--- config.mk ---
export PLATFORM = sky130hd
export DESIGN_NAME = hp_digit_entry
export DESIGN_NICKNAME = d
export VERILOG_FILES = /design/src/rtl/hp_digit_entry.sv
export SDC_FILE = /design/constraint.sdc
export NUM_CORES = 1
export LEC_CHECK = 0
export CORE_ASPECT_RATIO = 1.75
export CORE_MARGIN = 5
export CORE_UTILIZATION = 44
export CTS_CLUSTER_DIAMETER = 40
export CTS_CLUSTER_SIZE = 40
export DETAILED_ROUTE_END_ITERATION = 8
export HOLD_SLACK_MARGIN = 0.02
export PLACE_DENSITY = 0.8
export SLEW_MARGIN = 25
export SYNTH_ARGS = -nofsm -noshare
export SYNTH_HDL_FRONTEND = slang
export SYNTH_SLANG_ARGS = --single-unit
--- constraint.sdc ---
create_clock -name clk -period 4.8 [get_ports clk]
set_input_delay 0.48 -clock clk [delete_from_list [all_inputs] [get_ports clk]]
set_output_delay 0.48 -clock clk [all_outputs]
set_load 0.01 [all_outputs]
--- src/rtl/hp_digit_entry.sv ---
// hp_digit_entry: two-digit decimal entry (tens/ones stepped by key edges)
// converted to binary and offered to a consumer over a valid/ack handshake.
// Ports:
//   clk, rst                      clock, synchronous active-high reset
//   inc_ones, inc_tens, commit    level inputs, acted on at their rising edge
//   ack                           consumer accepts out_value while out_valid=1
//   ones_dgt, tens_dgt            current digits (registered)
//   live_value                    tens*10+ones clamped to MAX_VALUE (combinational)
//   out_value, out_valid          committed value and pending flag
//   err                           one-cycle pulse on an out-of-range commit
//   busy                          entry frozen while a value is pending
module hp_digit_entry #(
   parameter int unsigned VALUE_W   = 4,
   parameter int unsigned MAX_VALUE = 15
) (
   input  logic               clk,
   input  logic               rst,
   input  logic               inc_ones,
   input  logic               inc_tens,
   input  logic               commit,
   input  logic               ack,
   output logic [3:0]         ones_dgt,
   output logic [3:0]         tens_dgt,
   output logic [VALUE_W-1:0] live_value,
   output logic [VALUE_W-1:0] out_value,
   output logic               out_valid,
   output logic               err,
   output logic               busy
);

   localparam int unsigned DGT_W    = 4;
   localparam int unsigned SUM_W    = VALUE_W + 1;
   localparam int unsigned TENS_MAX = MAX_VALUE / 10;

   typedef enum logic {ST_EDIT = 1'b0, ST_HOLD = 1'b1} state_t;

   state_t             state_q, state_d;
   logic [DGT_W-1:0]   ones_q, ones_d;
   logic [DGT_W-1:0]   tens_q, tens_d;
   logic [VALUE_W-1:0] out_value_q, out_value_d;
   logic               out_valid_q, out_valid_d;
   logic               err_q, err_d;
   logic               busy_q, busy_d;
   logic               inc_ones_q, inc_tens_q, commit_q;

   logic               ones_ev, tens_ev, commit_ev;
   logic [SUM_W-1:0]   sum;
   logic               sum_ok;

   assign ones_ev   = inc_ones & ~inc_ones_q;
   assign tens_ev   = inc_tens & ~inc_tens_q;
   assign commit_ev = commit & ~commit_q;

   // One extra bit so e.g. 19 is not aliased into range before the check.
   assign sum    = SUM_W'(tens_q) * SUM_W'(10) + SUM_W'(ones_q);
   assign sum_ok = (sum <= SUM_W'(MAX_VALUE));

   // State and datapath registers; history regs reset high to mask held keys.
   always_ff @(posedge clk) begin
      if (rst) begin
         state_q     <= ST_EDIT;
         ones_q      <= '0;
         tens_q      <= '0;
         out_value_q <= '0;
         out_valid_q <= 1'b0;
         err_q       <= 1'b0;
         busy_q      <= 1'b0;
         inc_ones_q  <= 1'b1;
         inc_tens_q  <= 1'b1;
         commit_q    <= 1'b1;
      end else begin
         state_q     <= state_d;
         ones_q      <= ones_d;
         tens_q      <= tens_d;
         out_value_q <= out_value_d;
         out_valid_q <= out_valid_d;
         err_q       <= err_d;
         busy_q      <= busy_d;
         inc_ones_q  <= inc_ones;
         inc_tens_q  <= inc_tens;
         commit_q    <= commit;
      end
   end

   // Next-state logic.
   always_comb begin
      state_d = state_q;
      if (state_q == ST_EDIT) begin
         if (commit_ev && sum_ok) state_d = ST_HOLD;
      end else begin
         if (ack) state_d = ST_EDIT;
      end
   end

   // Output/datapath logic; commit takes priority over same-cycle increments.
   always_comb begin
      ones_d      = ones_q;
      tens_d      = tens_q;
      out_value_d = out_value_q;
      out_valid_d = out_valid_q;
      busy_d      = busy_q;
      err_d       = 1'b0;
      if (state_q == ST_EDIT) begin
         if (commit_ev) begin
            if (sum_ok) begin
               out_value_d = sum[VALUE_W-1:0];
               out_valid_d = 1'b1;
               busy_d      = 1'b1;
            end else begin
               err_d = 1'b1;
            end
         end else begin
            if (ones_ev) ones_d = (ones_q == DGT_W'(9)) ? '0 : ones_q + DGT_W'(1);
            if (tens_ev) tens_d = (tens_q == DGT_W'(TENS_MAX)) ? '0 : tens_q + DGT_W'(1);
         end
      end else begin
         if (ack) begin
            out_valid_d = 1'b0;
            busy_d      = 1'b0;
            ones_d      = '0;
            tens_d      = '0;
         end
      end
   end

   assign live_value = (sum > SUM_W'(MAX_VALUE)) ? VALUE_W'(MAX_VALUE) : sum[VALUE_W-1:0];
   assign ones_dgt   = ones_q;
   assign tens_dgt   = tens_q;
   assign out_value  = out_value_q;
   assign out_valid  = out_valid_q;
   assign err        = err_q;
   assign busy       = busy_q;

endmodule

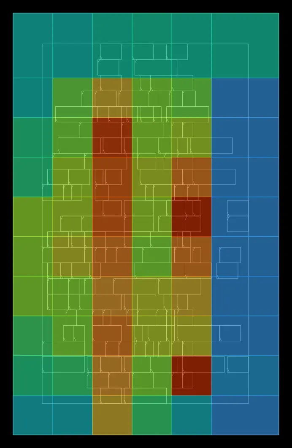
Figure 1: run 1, track usage over the die.
met1 Track Usage GR: 17.3%
post-route core utilization: 58.4%
global-route track usage on met3: 2.21%

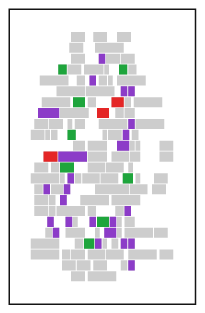
Figure 2: run 1, gate-type map.
Scale: 4 px per um.
- inverting AOI/OAI gates: purple (cells 24)
- AND-OR and OR-AND gates: red (cells 3)
- AND and OR gates: green (cells 8)
final instance count without filler cells: 159
logic share of the area: 47.0%
most frequently placed logic cell in the final layout: clkdlybuf4s50_1

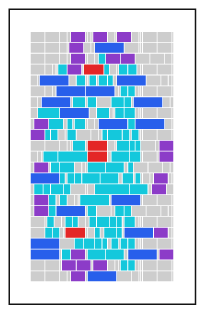
Figure 3: run 1, placed cells, one colour a class.
Scale: 4 px per um. Fill, decap, tap and diode cells in grey.
- other buffers and delay cells: purple (cells 24)
- flip-flops: blue (cells 18)
- all other logic: cyan (cells 88)
- clock drivers and dummy loads: red (cells 4)

run 1: final cells by class:
cell class,count,area share (%)
Multi-Input combinational cell,86,47.0
Inverter,2,0.573
Clock buffer,4,4.20
Timing Repair Buffer,24,18.3
Tap cell,25,2.39
Sequential cell,18,27.5
run 1: synth_stat cells:
master | number | share of area [%]
nand3_1 | 6 | 3.0
ha_1 | 8 | 9.9
a311oi_1 | 2 | 1.7
nor2_1 | 5 | 1.9
nor3_1 | 3 | 1.5
o31a_1 | 2 | 1.7
nand3b_1 | 2 | 1.5
or3b_2 | 1 | 0.87
xor2_1 | 1 | 0.87
a211o_2 | 1 | 0.99
nor3_2 | 1 | 0.99
and3b_1 | 1 | 0.87
a311oi_2 | 1 | 1.5
xnor3_2 | 1 | 2.4
xnor2_1 | 1 | 0.87
a21oi_1 | 13 | 6.4
buf_4 | 2 | 1.5
fa_1 | 1 | 2.0
and4_2 | 1 | 0.99
nand2_1 | 8 | 3.0
nor2b_1 | 1 | 0.62
inv_1 | 2 | 0.74
nor3b_1 | 2 | 1.5
a211oi_4 | 1 | 2.0
mux2i_1 | 1 | 0.99
or4_1 | 2 | 1.5
nand4_1 | 1 | 0.62
clkbuf_1 | 3 | 1.1
o21ai_0 | 7 | 3.5
nand2b_1 | 6 | 3.7
or2_2 | 3 | 1.9
nor4_1 | 3 | 1.9
dfxtp_1 | 18 | 36
run 1: power breakdown:
group	leakage (nW)	internal, W	switching (W)
logic	0.312	0.0000202	0.0000171
registers	0.146	0.000153	0.00000488
clock network	0.0288	0.0000728	0.0000494
run 1: worst paths after layout:
path	start	end	slack (ns)	cells after the start
hold / removal	busy	busy	0.47	2
setup / recovery	tens_dgt[0]	live_value[0]	1.40	7
hold reg to reg	busy	busy	0.47	2
setup reg to reg	tens_dgt[0]	out_value[3]	2.42	6
==> design notes, run 1 <==
The flow ran to the end, and the final reports show no timing, DRC or antenna violations. The tools report the post-synthesis instance area as 1010 sq um. The multiplexer share of the synthesized area works out to 0.991%. Counting tap cells, the placed design contains a total of 155 instances. The chip area from the yosys synthesis statistics was 1010 sq um. The cell class contributing the biggest share of worst-path delay was adder cells. CTS placed an instance of clkbuf_8 at the clock tree root.

With the instance count of the mapped netlist at 111, the number of vias per cell is 5.68. The smallest clock period supported by the final layout is computed as 3.40 ns. After layout, the setup clock skew is reported as 0.00387 ns. In this run, distinct cell masters in the synthesized netlist total 33.

The final worst hold slack is 0.473 ns. For this run, the top clock speed supported by timing is 294 MHz. In this run the tightest slew margin relative to its limit is 55.2%. According to the hold report, the worst path is of the flip-flop to flip-flop type. The largest driver fanout on the critical path was 8; the number of cells in Yosys stat was 111. Counting stages on the worst path, the most repeated cell is ha_1. The final hold violation count is 0.

Dividing the synthesized area by the synthesized cell count gives 9.10 sq um. The overall power after layout is 0.000318 W, and the core footprint is 2240 sq um. The registers of the reported paths see a clock transition of 0.06 ns. The number of clock buffers added by TritonCTS is 3.

The first detailed-routing pass ran for 4 iterations. The layout report lists the multi-input gate area as 616 sq um. The logs give 2.29 mm for the routed wire length and 0 for the hold buffer count at CTS. In the final layout, flip-flops and latches occupy 360 sq um.

For the pin with the worst max-slew slack, the measured transition is 0.670 ns. The total congestion overflow after global routing was 0; the fraction of final layout cells sized beyond drive strength 1 was 10.4%. For the share of the core filled by cells before placement, the log shows 45.0%. The detailed placement HPWL was 1.76 mm. Category of the most critical setup path: flip-flop to output pin. Summing the areas of all xor and xnor instances in the mapped netlist gives 4.09% of the synthesized area. In this run, the synthesized area fraction spent on and/or/nand/nor cells is recorded as 26.1%. The met2 usage in global routing came out at 26.8%. The detailed router reports a met3 wire length of 67 um. The number of clock sinks was 18.

The die span in x is 46.2 um. Sequential elements use 35.7% of the synthesized area. The number of max-slew violations in the final report came out at 0.

Dividing total power by cell area gives a power density of 242 nW/um^2. The worst stage delay on the critical path is 0.49 ns. The run gives 2 for the maximum count of clock buffers along a single path. In this run the post-CTS setup repair buffer count came out at 0. Setup repair after global routing left no endpoint under its margin.

In this run the most used layer during global routing was met2. After layout, the worst path uses 70.8% of the clock period. The number of nets with antenna violations after routing came out at 0.

The top cell types in the final layout, fill and taps aside, are clkdlybuf4s50_1, dfxtp_1, a21oi_1. Before CTS, the worst setup slack after placement is 1.65 ns. The report lists the number of cells resized after CTS as 0.

Setup slack on the critical path of the routed design comes to 1.40 ns. Across every metal layer, demand over resource in global routing totals 15.3%. The tools report the endpoint type of the worst setup path as an output pin. For the total negative slack, the log shows 0 ns. TritonCTS built the clock tree.

The first routing iteration left 21 violations. For the total cell area at the placement stage, the log shows 1250 sq um. The run gives 18 for the synthesis-stage register bit count. Among the non-sequential cells, simple AND/OR/NAND/NOR gates take the most area.

The cell with the largest stage delay on the worst path is dfxtp_1. The tools report the final weighted congestion of routability-driven global placement as 0.811. The run gives 0 for the initial antenna violation count.

The placement report lists the number of port buffers as 24. 0 antenna diodes ended up in the layout. STA classifies the critical path startpoint as a flip-flop. The DRC violation total left in the routed layout is recorded as 0.

Synthesis produced a netlist with a net count of 126. The run gives 23 as the number of placement rows. The area fraction in full adders, half adders and majority gates came out at 11.9%. The logs give 1.26 mm for the total met2 wirelength after detailed routing and 930 um for the sum of routed wire segments on met1. The depth of the CTS H-tree was 1; the I/O pin total was 25. The run gives 1 for the buffer and inverter count on the worst path.

The tally of OpenROAD warnings came out at 28. Per the detail_route log, the uppermost layer with routed signals is met4. The number of nets in the layout was 150; the layout filler cell count was 204. Synthesized-area fraction occupied by ao, oa, aoi and oai cells: 17.8%. The tool flagged a number of max-cap violations equal to 0. The last timing report of the flow puts the setup violation total at 0. Warnings reported by Yosys during synthesis add up to 0.

The final cell area excluding filler cells is 1310 sq um, and the maximum number of pins on one net before global-route repair is 19. The number of global-route vias before repair is 918.
Figure 4. The metal 3 layer (run 1).
Scale: 6 px per um.
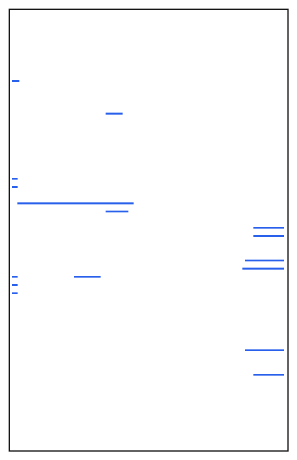

==> run 2, diff against run 1 <==
--- a/config.mk
+++ b/config.mk
@@ -7,12 +7,12 @@
 export LEC_CHECK = 0
 export CORE_ASPECT_RATIO = 1.75
 export CORE_MARGIN = 5
-export CORE_UTILIZATION = 44
+export CORE_UTILIZATION = 43
 export CTS_CLUSTER_DIAMETER = 40
 export CTS_CLUSTER_SIZE = 40
 export DETAILED_ROUTE_END_ITERATION = 8
 export HOLD_SLACK_MARGIN = 0.02
-export PLACE_DENSITY = 0.8
+export PLACE_DENSITY = 0.81
 export SLEW_MARGIN = 25
 export SYNTH_ARGS = -nofsm -noshare
 export SYNTH_HDL_FRONTEND = slang
==> constraint.sdc (replaced) <==
create_clock -name clk -period 2.7 [get_ports clk]
set_input_delay 0.27 -clock clk [delete_from_list [all_inputs] [get_ports clk]]
set_output_delay 0.27 -clock clk [all_outputs]
set_load 0.01 [all_outputs]
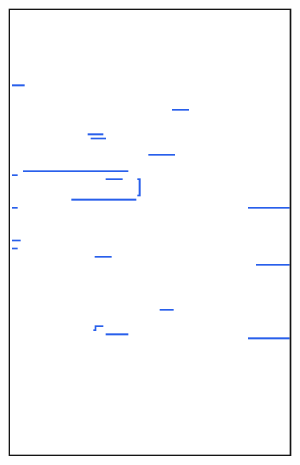
Figure 5: run 2, the metal 3 layer.
Scale: 6 px per um.
- nets with wire on the layer: 16
- wire length on this layer: 78.2 um
- longest straight run: 17.2 um

==> run 2 against run 1 <==
Clock-buffer cell count unchanged. Area after synthesis unchanged. Via count increased by 6.1%. Highest routed layer unchanged.
==> design notes, run 2 <==
Commonest non-fill, non-tap cell in the layout: clkdlybuf4s50_1 (unchanged). All-layer global routing usage: 17.3% (was 15.3%). Post-route non-filler standard cell count: 164 (was 159). The maximum count of clock buffers along a single path is 2 (unchanged), and the final cycle utilization of the critical path is 97.1%.

The number of cells in Yosys stat is 111 (unchanged), and the final weighted congestion of routability-driven global placement is 0.852 (was 0.811). The fraction of final layout cells sized beyond drive strength 1 is 17.3% (was 10.4%). TritonCTS built the clock tree. The tools report the post-synthesis instance area as 1010 sq um (unchanged). Average size of a mapped cell: 9.10 sq um (unchanged). The run gives 911 (was 918) for the number of global-route vias before repair.

Commonest cells in the netlist: dfxtp_1, a21oi_1, ha_1, nand2_1, o21ai_0 (unchanged). The instance count of the mapped netlist was 111 (unchanged). The flow ran to the end, and the final reports show no timing, DRC or antenna violations. The run gives 0 (unchanged) for the number of max-slew violations in the final report.

Chip area from the yosys synthesis statistics: 1010 sq um (unchanged). The tools report the I/O pin total as 25 (unchanged). The routed wire length is 2.63 mm (was 2.29 mm), and the number of synthesized flops with an enable pin is 0 (unchanged). The run gives 28 (unchanged) for the tally of OpenROAD warnings.

With the buffer and inverter count on the worst path at 1 (unchanged), the fraction of post-synthesis cell area in the top cell type by area is 35.7% (unchanged). The cell with the largest stage delay on the worst path is clkdlybuf4s50_1 (was dfxtp_1). The overall power after layout came out at 0.000576 W (was 0.000318 W). The number of cells on the worst reg-to-reg path was 7 (was 6); the detailed placement HPWL was 1.92 mm (was 1.76 mm).

The worst setup margin is 0.0774 ns (was 1.40 ns). The tools report the total negative slack as 0 ns (unchanged). The run gives 3 (unchanged) for the total clock buffers created by CTS. The count of buffers from port buffering works out to 24 (unchanged). With the number of placement rows at 23 (unchanged), the clock-pin slew on the worst setup and hold paths is 0.07 ns (was 0.06 ns). The logs give 1 (unchanged) for the depth of the CTS H-tree and 0 (unchanged) for the final hold violation count. For the tally of yosys warning messages, the log shows 0 (unchanged). The final timing report derives a shortest allowable period of 2.62 ns.

Portion of the post-synthesis area used by sequential elements: 35.7% (unchanged). The logs give 19 (unchanged) for the maximum number of pins on one net before global-route repair and 360 sq um (unchanged) for the total area of sequential cells. Post-synthesis cell type with the largest instance count: dfxtp_1 (unchanged). The share of the core filled by cells before placement is 44.4% (was 45.0%), and the reg-to-reg setup timing slack is 0.67 ns (was 2.42 ns). The proportion of register bits with asynchronous set or reset after synthesis is 0% (unchanged). For the tally of max-capacitance violations, the log shows 0 (unchanged).

The synthesis-stage register bit count is 18 (unchanged). The reg-to-reg critical path endpoint is out_value[3] (unchanged). Worst slew slack as a fraction of its limit: 56.3% (was 55.2%). The number of search-and-repair iterations in the first detailed-routing pass was 4 (unchanged). Setup repair after global routing left no endpoint under its margin. The number of vias per cell came out at 5.84 (was 5.68). The endpoint type of the worst setup path was an output pin (unchanged). Final worst hold slack: 0.470 ns (was 0.473 ns).

With the die span in x at 46.6 um (was 46.2 um), the total cell area at the placement stage is 1280 sq um (was 1250 sq um). Dominant register cell in the synthesized netlist: dfxtp_1 (unchanged). The source of the worst register-to-register timing path was tens_dgt[2] (was tens_dgt[0]).

The top cell type by total area after synthesis is dfxtp_1 (unchanged). The run gives 0 (unchanged) for the total congestion overflow after global routing. The cell at the root of the clock tree is clkbuf_8 (unchanged). The cell class contributing the biggest share of worst-path delay is adder cells (unchanged).

The run gives 2270 sq um (was 2240 sq um) as the core footprint. The classification of the worst-slack hold path was flip-flop to flip-flop (unchanged). Startpoint of the worst hold path: out_value[2] (was busy). The total setup violations reported at the end of the flow is 0 (unchanged).

Category of the most critical setup path: flip-flop to output pin (unchanged). The layout filler cell count was 192 (was 204); the number of clock sinks was 18 (unchanged).
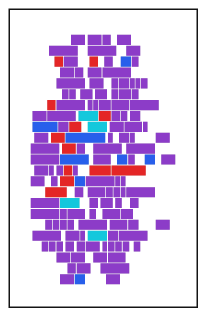
Figure 6: run 2, cell sizes after repair.
Scale: 4 px per um.
- drive 1 or less: purple (cells 115; share 83%; most used clkdlybuf4s50_1)
- drive 3 to 4: blue (cells 8; share 5.8%; most used buf_4)
- drive 6 and up: cyan (cells 4; share 2.9%; most used clkbuf_8)
- drive 2: red (cells 12; share 8.6%; most used or2_2)

[run 2: report_power, final]
group / total [W] / internal [W] / switching [W]
Combinational: 0.0000723 / 0.0000378 / 0.0000345
Sequential: 0.000280 / 0.000272 / 0.00000756
Clock: 0.000224 / 0.000130 / 0.0000942
[run 2: worst max-delay path by stage]
| stage | start | endpoint | slack (ns) | depth (start not counted) |
|---|---|---|---|---|
| after floorplan | tens_dgt[0] | live_value[3] | 0.38 | 6 |
| after global placement | tens_dgt[2] | live_value[2] | 0.25 | 7 |
| after detailed placement | tens_dgt[2] | live_value[0] | 0.07 | 7 |
| after CTS | tens_dgt[2] | live_value[0] | 0.02 | 7 |
| after global routing | tens_dgt[0] | live_value[3] | 0.003 | 7 |
| final | tens_dgt[2] | live_value[1] | 0.08 | 7 |
[run 2: metal layers]
layer  GRT usage, %  vias to the layer above  share of wire [%]
li1               -                      459                  -
met1           19.2                      465                 35
met2           31.1                       26                 59
met3           2.42                        8                3.0
met4           7.69                        0                3.5
met5              0                        -                  0
[run 2: timing repair]
item                       4_1_cts  5_1_grt
resized                          5        3
pin swaps                        1        0
hold buffers                     0        0
setup endpoints to repair        4        4
buffers inserted                 0        1
[run 2: cell type report]
type                       instances  share of cell area, %
clock buffer                       4                   3.96
inverter                           2                  0.540
multi-input combinational         86                   47.2
sequential                        18                   25.9
tap                               25                   2.25
timing repair buffer              29                   20.2
[run 2: logic make-up (layout without fill, tap and decap cells)]
| logic type | count (synthesis) | count (layout) | share of synthesized area, % |
|---|---|---|---|
| simple gates | 46 | 46 | 26.1 |
| xor+xnor | 3 | 3 | 4.09 |
| fa+ha+maj | 9 | 9 | 11.9 |
| buf+inv | 7 | 35 | 3.35 |
| compound gates | 27 | 27 | 17.8 |
| flops | 18 | 18 | 35.7 |
| mux | 1 | 1 | 0.991 |
Power is estimated from default activity; no workload was simulated.
